[config.mk]
export PLATFORM = sky130hd
export DESIGN_NAME = umi_putc_uart
export DESIGN_NICKNAME = d
export VERILOG_FILES = /design/src/rtl/umi_putc_pkg.sv /design/src/rtl/umi_putc_fifo.sv /design/src/rtl/umi_putc_uart.sv
export SDC_FILE = /design/constraint.sdc
export NUM_CORES = 1
export LEC_CHECK = 0
export CORE_MARGIN = 2
export CORE_UTILIZATION = 35
export DETAILED_ROUTE_END_ITERATION = 8
export PLACE_DENSITY = 0.87
export SETUP_SLACK_MARGIN = 0.05
export SYNTH_ARGS = -nofsm -noshare
export SYNTH_HDL_FRONTEND = slang
export SYNTH_SLANG_ARGS = --single-unit
export TNS_END_PERCENT = 20
[constraint.sdc]
create_clock -name clk -period 5 [get_ports clk]
set_input_delay 1 -clock clk [delete_from_list [all_inputs] [get_ports clk]]
set_output_delay 1 -clock clk [all_outputs]
set_load 0.1 [all_outputs]
[src/rtl/umi_putc_pkg.sv]
// Shared opcode, address and TX state definitions for the UMI putc UART sink.
// Pure declarations: no latency and no backpressure of their own.
package umi_putc_pkg;

  localparam logic [4:0]  UMI_REQ_POSTED    = 5'h05;
  localparam logic [63:0] PUTC_ADDR_DEFAULT = 64'h0000_0000_0100_0000;

  typedef enum logic [1:0] {
    IDLE,
    START,
    DATA,
    STOP
  } tx_state_t;

  function automatic logic is_putc(input logic [4:0] opcode, input logic addr_hit);
    return (opcode == UMI_REQ_POSTED) && addr_hit;
  endfunction

endpackage

[src/rtl/umi_putc_fifo.sv]
// First-word-fall-through FIFO: o_dat is valid in the same cycle that o_empty is low.
// One cycle from push to visible; a push while full or a pop while empty is ignored.
module umi_putc_fifo #(
  parameter int WIDTH = 8,
  parameter int DEPTH = 8
) (
  input  logic             clk,
  input  logic             nreset,
  input  logic             i_push,
  input  logic [WIDTH-1:0] i_dat,
  input  logic             i_pop,
  output logic [WIDTH-1:0] o_dat,
  output logic             o_full,
  output logic             o_empty
);

  localparam int PTR_W = $clog2(DEPTH);

  logic [WIDTH-1:0] r_mem [DEPTH];
  logic [PTR_W-1:0] r_wptr;
  logic [PTR_W-1:0] r_rptr;
  logic [PTR_W:0]   r_count;
  logic             w_push;
  logic             w_pop;

  assign w_push  = i_push && !o_full;
  assign w_pop   = i_pop && !o_empty;
  assign o_full  = (r_count == (PTR_W + 1)'(DEPTH));
  assign o_empty = (r_count == '0);
  assign o_dat   = r_mem[r_rptr];

  // Pointers wrap naturally because DEPTH is a power of two.
  always_ff @(posedge clk or negedge nreset) begin
    if (!nreset) begin
      r_wptr  <= '0;
      r_rptr  <= '0;
      r_count <= '0;
    end else begin
      if (w_push) r_wptr <= r_wptr + 1'b1;
      if (w_pop)  r_rptr <= r_rptr + 1'b1;
      case ({w_push, w_pop})
        2'b10:   r_count <= r_count + 1'b1;
        2'b01:   r_count <= r_count - 1'b1;
        default: r_count <= r_count;
      endcase
    end
  end

  always_ff @(posedge clk) begin
    if (w_push) r_mem[r_wptr] <= i_dat;
  end

endmodule

[src/rtl/umi_putc_uart.sv]
// UMI posted-write sink that prints the low data byte of PUTC writes on an 8N1 UART line.
// Line falls one cycle after the handshake; ready drops only while the buffer is full, stray requests are dropped.
module umi_putc_uart
  import umi_putc_pkg::*;
#(
  parameter int                    CMD_WIDTH    = 32,
  parameter int                    ADDR_WIDTH   = 64,
  parameter int                    DATA_WIDTH   = 128,
  parameter logic [ADDR_WIDTH-1:0] PUTC_ADDR    = ADDR_WIDTH'(PUTC_ADDR_DEFAULT),
  parameter int                    FIFO_DEPTH   = 8,
  parameter int                    CLKS_PER_BIT = 16
) (
  input  logic                  clk,
  input  logic                  nreset,
  input  logic                  udev_req_valid,
  input  logic [CMD_WIDTH-1:0]  udev_req_cmd,
  input  logic [ADDR_WIDTH-1:0] udev_req_dstaddr,
  input  logic [ADDR_WIDTH-1:0] udev_req_srcaddr,
  input  logic [DATA_WIDTH-1:0] udev_req_data,
  output logic                  udev_req_ready,
  output logic                  uart_tx,
  output logic                  tx_busy,
  output logic [15:0]           drop_count
);

  localparam int                BAUD_W    = $clog2(CLKS_PER_BIT);
  localparam logic [BAUD_W-1:0] BAUD_LAST = BAUD_W'(CLKS_PER_BIT - 1);

  tx_state_t         r_state;
  logic [BAUD_W-1:0] r_baud;
  logic [2:0]        r_bit;
  logic [7:0]        r_shift;
  logic              r_tx;
  logic [15:0]       r_drop;

  logic              w_hs;
  logic              w_match;
  logic              w_push;
  logic              w_pop;
  logic              w_full;
  logic              w_empty;
  logic [7:0]        w_fifo_dat;
  logic              w_baud_end;
  logic              w_unused_bits;

  assign w_unused_bits = ^{udev_req_srcaddr, udev_req_cmd[CMD_WIDTH-1:5],
                           udev_req_data[DATA_WIDTH-1:8]};

  assign udev_req_ready = !w_full;
  assign w_hs           = udev_req_valid && udev_req_ready;
  assign w_match        = is_putc(udev_req_cmd[4:0], udev_req_dstaddr == PUTC_ADDR);
  assign w_push         = w_hs && w_match;

  assign w_baud_end = (r_baud == BAUD_LAST);
  // Pop at frame start: from IDLE, or at the last stop-bit cycle for back-to-back frames.
  assign w_pop      = !w_empty && ((r_state == IDLE) || ((r_state == STOP) && w_baud_end));

  assign uart_tx    = r_tx;
  assign tx_busy    = (r_state != IDLE) || !w_empty;
  assign drop_count = r_drop;

  umi_putc_fifo #(
    .WIDTH (8),
    .DEPTH (FIFO_DEPTH)
  ) u_fifo (
    .clk     (clk),
    .nreset  (nreset),
    .i_push  (w_push),
    .i_dat   (udev_req_data[7:0]),
    .i_pop   (w_pop),
    .o_dat   (w_fifo_dat),
    .o_full  (w_full),
    .o_empty (w_empty)
  );

  always_ff @(posedge clk or negedge nreset) begin
    if (!nreset) begin
      r_drop <= '0;
    end else if (w_hs && !w_match && (r_drop != 16'hFFFF)) begin
      r_drop <= r_drop + 16'd1;
    end
  end

  always_ff @(posedge clk or negedge nreset) begin
    if (!nreset) begin
      r_state <= IDLE;
      r_baud  <= '0;
      r_bit   <= '0;
      r_shift <= '0;
      r_tx    <= 1'b1;
    end else begin
      case (r_state)
        IDLE: begin
          r_tx   <= 1'b1;
          r_baud <= '0;
          if (!w_empty) begin
            r_shift <= w_fifo_dat;
            r_tx    <= 1'b0;
            r_state <= START;
          end
        end
        START: begin
          if (w_baud_end) begin
            r_baud  <= '0;
            r_bit   <= '0;
            r_tx    <= r_shift[0];
            r_state <= DATA;
          end else begin
            r_baud <= r_baud + 1'b1;
          end
        end
        DATA: begin
          if (w_baud_end) begin
            r_baud <= '0;
            if (r_bit == 3'd7) begin
              r_tx    <= 1'b1;
              r_state <= STOP;
            end else begin
              r_bit   <= r_bit + 3'd1;
              r_shift <= {1'b0, r_shift[7:1]};
              r_tx    <= r_shift[1];
            end
          end else begin
            r_baud <= r_baud + 1'b1;
          end
        end
        STOP: begin
          if (w_baud_end) begin
            r_baud <= '0;
            if (!w_empty) begin
              r_shift <= w_fifo_dat;
              r_tx    <= 1'b0;
              r_state <= START;
            end else begin
              r_state <= IDLE;
            end
          end else begin
            r_baud <= r_baud + 1'b1;
          end
        end
        default: begin
          r_tx    <= 1'b1;
          r_state <= IDLE;
        end
      endcase
    end
  end

endmodule

Figure 1. Cell classes on the final placement.
Drawn at 2 px/um.
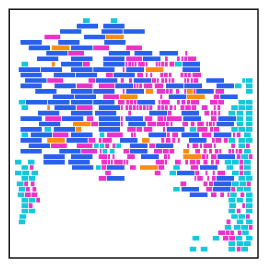
| class | colour | cells | share of their area |
|---|---|---|---|
| remaining logic cells | magenta | 254 | 31% |
| remaining buffers and delay cells | cyan | 105 | 16% |
| registers | blue | 108 | 48% |
| clock drivers and dummy loads | orange | 16 | 4.5% |
sequential share of cell area: 0.4660
area of the core: 0.01393 mm^2
final instance area: 0.006490 mm^2
cell row count: 43

Figure 2. Cell outlines without signal wires.
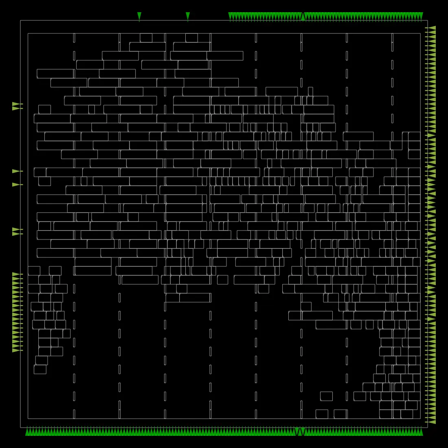
count of inserted tapcells: 180
FILL cells: 1197
post-layout util: 0.4657
num sequential: 108
non-filler cells, final: 663

Figure 3. Register map, names as in the netlist.
Drawn at 2 px/um. Other sequential cells in the stronger grey, the rest of the logic in the fainter grey.
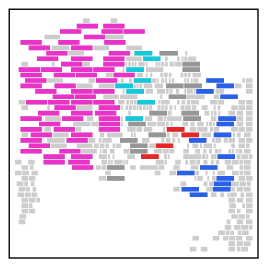
| signal | colour | sequential cells |
|---|---|---|
| `u_fifo.r_count` | red | 4 |
| `r_shift` | cyan | 8 |
| `u_fifo.r_mem` | magenta | 64 |
| `drop_count` | blue | 16 |
not coloured: 16
power in sequential cells: 1.01 mW
FF+latch area: 0.003024 mm^2

Figure 4. Wires at chosen ports, followed through buffers.
Drawn at 4 px/um.
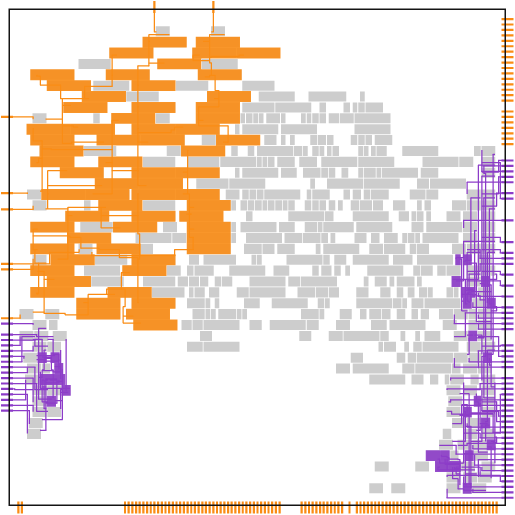
| port | colour | bits | direction | end cells | buffers | wire |
|---|---|---|---|---|---|---|
| `udev_req_dstaddr` | purple | 64 | input | 27 | 64 | 1550 um |
| `udev_req_data` | orange | 128 | input | 64 | 8 | 629 um |
IO buf count: 98
number of primary I/O pins: 310

==> results_dict.tcl <==
# metrics dict for downstream scripts
set metrics [dict create \
    synth_adder_area_share 0.03746 \
    pwr-share-clk 0.327 \
    cts.path.max_buffers 2 \
    layout_top_cells "sky130_fd_sc_hd__clkdlybuf4s50_1, sky130_fd_sc_hd__edfxtp_1, sky130_fd_sc_hd__dfrtp_1, sky130_fd_sc_hd__nand2_1, sky130_fd_sc_hd__nor2_1" \
    final.signal_inverter_count 6 \
    timing.setup.critical_path_class "in -> reg" \
    clock_distribution_area_overhead_in_the_final_layout 0.04376 \
    holdPathEnd "drop_count[6]" \
    num_antenna_cells 0 \
    gate_count_post_synth 374 \
    multi_input_comb_cells 248 \
    critPathTopFamily "simple AND/OR/NAND/NOR gates" \
    ys_ff 108 \
    synth_async_sr_flop_share 0.4074 \
    worst_r2r_startpoint "u_fifo.r_count[1]" \
    biggestCellCategory "sequential cells" \
    start_kind "input pin" \
    setup-violations-final 0 \
    worst_path_cell_trace "clkdlybuf4s50_1 -> nor4_1 -> nand4_1 -> nor2_1 -> nand4b_2 -> ha_1 -> xor2_1 -> ha_1 -> a21oi_1 -> xor2_1 -> nor2_1 -> xor2_1" \
    power.share.sequential 0.485 \
    num-nonclk-buffers 105 \
    postSynth.topFlopCell "sky130_fd_sc_hd__edfxtp_1" \
    drt-pass1-iter-count 5 \
    setup.worst_path.end "u_fifo.r_count[2]" \
    rsz_0062_raised_after_global_routing "false" \
    max_flop_register "u_fifo.r_mem" \
    area_enclosed_by_the_die_boundary_mm2 0.01529 \
    netlist-cell-type-count 48 \
    clock_power_mw 0.681 \
    outcome "finished clean" \
    logic_family "simple AND/OR/NAND/NOR gates" \
    cts_tree "built" \
    leakage_nw 2.344 \
    postRouteAntennaNets 0 \
    areaGrowthSynthToFinish_pct 29.55 \
    syn_avg_cell_area_um2 13.40 \
    switchingPower_mw 0.6328 \
    fin_tns_setup_ns 0 \
    cts_hold_buffers_added 0 \
    dp_cells 647 \
    hold_class "reg -> reg" \
    yosys.area_share.simple 0.1546 \
    hold_start "drop_count[6]" \
    routed-wl-met2_mm 6.025 \
    slew-limit-headroom 0.2990 \
    detailedPlacementHpwl_mm 8.504 \
]
Power is estimated from default activity; no workload was simulated.
